placement_by_type.png
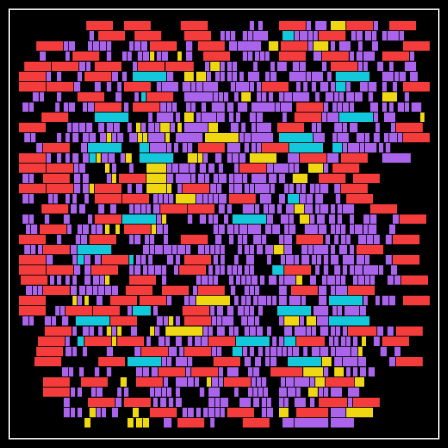
cell_density.png
The bar under the picture is 20 µm long. 11 x 11 tiles, from black (low) to pale yellow (high), 0 to 100% covered.
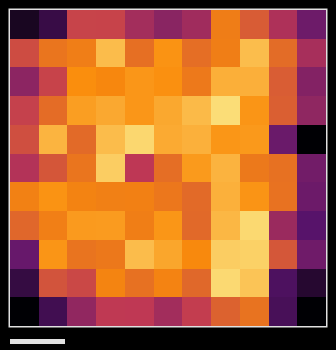
power_grid.png
The bar under the picture is 20 µm long. Pins as bars on the die edge.
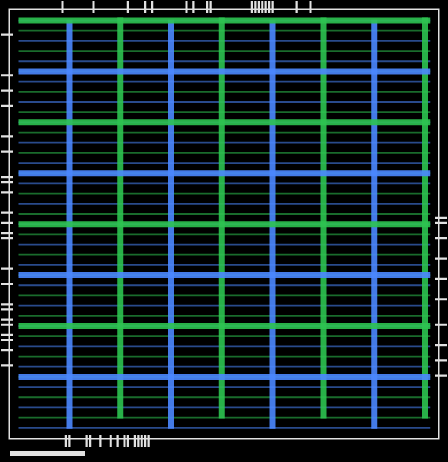
congestion.png
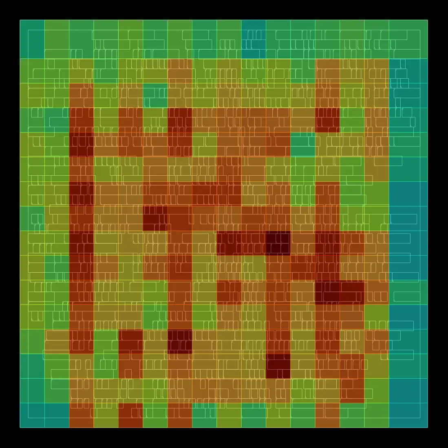
io_fan.png
The bar under the picture is 20 µm long.
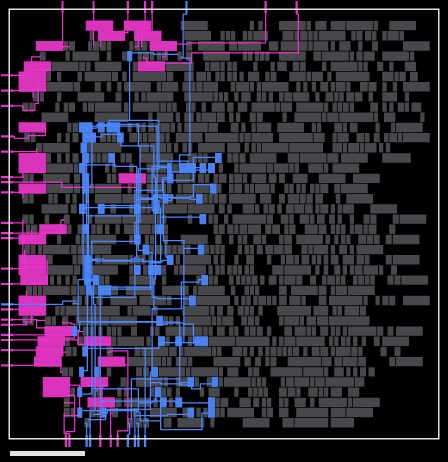
==> config.mk <==
export PLATFORM = sky130hd
export DESIGN_NAME = prog_load_ctrl
export DESIGN_NICKNAME = d
export VERILOG_FILES = /design/src/rtl/prog_load_ctrl.sv
export SDC_FILE = /design/constraint.sdc
export NUM_CORES = 1
export LEC_CHECK = 0
export ABC_AREA = 1
export CORE_MARGIN = 2
export CORE_UTILIZATION = 57
export DETAILED_ROUTE_END_ITERATION = 12
export DONT_BUFFER_PORTS = 1
export GPL_TIMING_DRIVEN = 0
export HOLD_SLACK_MARGIN = 0.03
export PLACE_DENSITY = 0.75
export SLEW_MARGIN = 10
export SYNTH_ARGS = -nofsm -noshare
export SYNTH_HDL_FRONTEND = slang
export SYNTH_SLANG_ARGS = --single-unit
==> constraint.sdc <==
create_clock -name clock -period 2.7 [get_ports clock]
set_clock_uncertainty 0.2 [all_clocks]
set_input_delay 0.54 -clock clock [delete_from_list [all_inputs] [get_ports clock]]
set_output_delay 0.54 -clock clock [all_outputs]
set_load 0.01 [all_outputs]
==> flow_summary.ini <==
; flow metrics
[status]
outcome = complete, but fails checks
violations = setup timing

[yosys]
synth_seq_share = 0.415
top_area_cell = dfxtp_1
mux_area_frac = 0
synth_top_cell_by_count = nand2_1
syn_inst = 1003
ys_top_cells_by_count = nand2_1, nor2_1, dfxtp_1
ys_warn_count = 0
ys_cells = 1003
ys_types = 34
fa_ha_area_frac = 0.0126
top_cells_by_area = dfxtp_1, nand2_1, nor2_1
synthXorXnorAreaFrac = 0.0265
compound_area_frac = 0.114
top_logic_kind = simple AND/OR/NAND/NOR gates

[worst_setup_path]
path_buffers = 1
cp_top_family = simple AND/OR/NAND/NOR gates
worst_setup_path_end_kind = flip-flop
worstPathMaxFanout = 10
cp_slowest_cell = dfxtp_4
rrSetupSlack_ns = -0.24
cp_cell_sequence = ha_4 > nand2_4 > nor2_4 > nand2_2 > nand2_2 > nand2_2 > nand2_1 > nand2_1 > nor2_1 > nand3_1 > nor2_2 > nand3_2 > nand2_2 > nor2_2 > nor2_4 > nand4_4 > nand2_8 > buf_12 > a21oi_2

[final_timing]
fin_crit_ns = 2.94
max_clock_freq_ghz = 0.340
rsz0062_at_grt = true
min_period_over_period = 1.09
setup_viol = 69
tightest_slew_ns = 0.912
slew_violations = 0
setup_slack_ns = -0.238
whs_ns = 0.122
hold_viol_final = 0
slew_headroom = 0.392

[drt]
routed.top_layer = met4
drc_errors = 0
first_pass_iters = 5
routed_via_density = 5.55
vias = 6713
wl_met2_mm = 8.70
routed_wl_mm = 19.3
m1WireLength_mm = 8.17
wl_met3_mm = 1.73

[clock_tree]
htree_levels = 4
cts-hold-fix-buffers = 0
tritoncts = built
root_buffer = clkbuf_16

[global_route]
grt_pass1_vias = 6351
grt_pass1_wl_mm = 31.0
grt_max_degree = 17

[power]
p_comb_frac = 0.081
p_leak_nw = 3.43
switchingPower_mw = 1.18
switching_share = 0.248

[layout]
antenna_cells = 0
syn2layout_area_growth_pct = 18.5
stdcell_count = 1209
largest_register_ffs = 32
drive_gt1_frac = 0.144

[job]
warnings = 32
max_cap_viol_count = 0

[floorplan]
die_area_mm2 = 0.0131

[placed_design]
place_congestion = 0.945

[hold_path]
hold_path_class = in2reg
About placement_by_type.png:
remaining buffers and delay cells: shown in yellow, cells 74, share of their area 7.0%. combinational and other logic: shown in purple, cells 812, share of their area 50%. sequential cells: shown in red, cells 144, share of their area 36%. clock drivers and dummy loads: shown in cyan, cells 32, share of their area 6.9%.
Design Area, Final: 0.00822 mm²
num rows: 40
Seq area share: 0.352
final design utilization: 0.687

About cell_density.png:
33% of the tiles are over 75% full. 2.5% of the tiles are nearly empty. The fullest tile reaches 93%. The mean over all tiles is 62%.
fp_density: 0.580
core area: 0.0120 mm²

About power_grid.png:
VDD: shown in green. VSS: shown in blue.
41 met1 rails follow the rows. The core has 40 rows. 65 signal pins sit on the boundary.
Die Y: 114 µm
Worst VDD drop: 0.445 mV
chip width: 114 µm

About congestion.png:
M1 GR Usage: 0.393
GRT Total Usage: 0.303

About io_fan.png:
mem_wdata: shown in magenta, bits 32, direction output, edge 20 left, 7 top, 5 bottom, end cells 32, buffers 0, wire 619 µm. rx_data: shown in blue, bits 8, direction input, edge 6 bottom, 1 left, 1 top, end cells 70, buffers 8, wire 1420 µm.
io pins: 65
Port Buffers: 0

stage by stage:
step                 util  power (mW)  instance area, µm²  setup TNS (ns)
floorplan               -        2.41                6940               0
global placement    0.596        2.49                7120          -31.81
global route        0.687        4.90                8220          -24.15
finish              0.687        4.75                8220          -14.51
detailed placement  0.596        2.49                7120          -36.12
CTS                 0.672        4.73                8040           -4.12
timing repair:
item | in CTS | in global routing
setup buffers | 13 | 7
gates cloned | 4 | 3
setup endpoints to repair | 114 | 80
gates resized | 61 | 19
pin swaps | 19 | 18
cells in the final DEF (no fill, tap or decap), types with 13 or more instances in the layout:
cell,Yosys,layout
nand3_1,71,67
a21oi_2,11,13
clkbuf_1,32,32
inv_1,86,85
dfxtp_1,144,137
nand2_2,3,16
clkbuf_16,0,19
xor2_1,18,18
a21oi_1,49,46
nand4_1,40,40
o21ai_0,85,85
nor2_1,178,170
buf_4,1,19
nand2_1,217,201
layer usage:
layer | GRT usage | vias to the layer above
met4 | 0.134 | 0
met2 | 0.475 | 272
met3 | 0.0810 | 63
li1 | - | 3352
met1 | 0.393 | 3026
met5 | 0 | -
cell type report:
type | instances | area [µm²] | share of cell area
Timing Repair Buffer | 26 | 272 | 0.0330
Clock buffer | 20 | 447 | 0.0543
Tap cell | 147 | 184 | 0.0224
Clock inverter | 12 | 110 | 0.0134
Multi-Input combinational cell | 724 | 3690 | 0.449
Sequential cell | 144 | 2900 | 0.352
Buffer | 48 | 289 | 0.0352
Inverter | 88 | 330 | 0.0402
power groups by stage:
stage	Sequential, mW	Clock [mW]	Combinational (mW)
CTS	2.15	2.23	0.353
global route	2.15	2.34	0.415
detailed placement	2.19	0	0.293
finish	2.15	2.22	0.386
floorplan	2.19	0	0.215
global placement	2.19	0	0.291
Power is estimated from default activity; no workload was simulated.
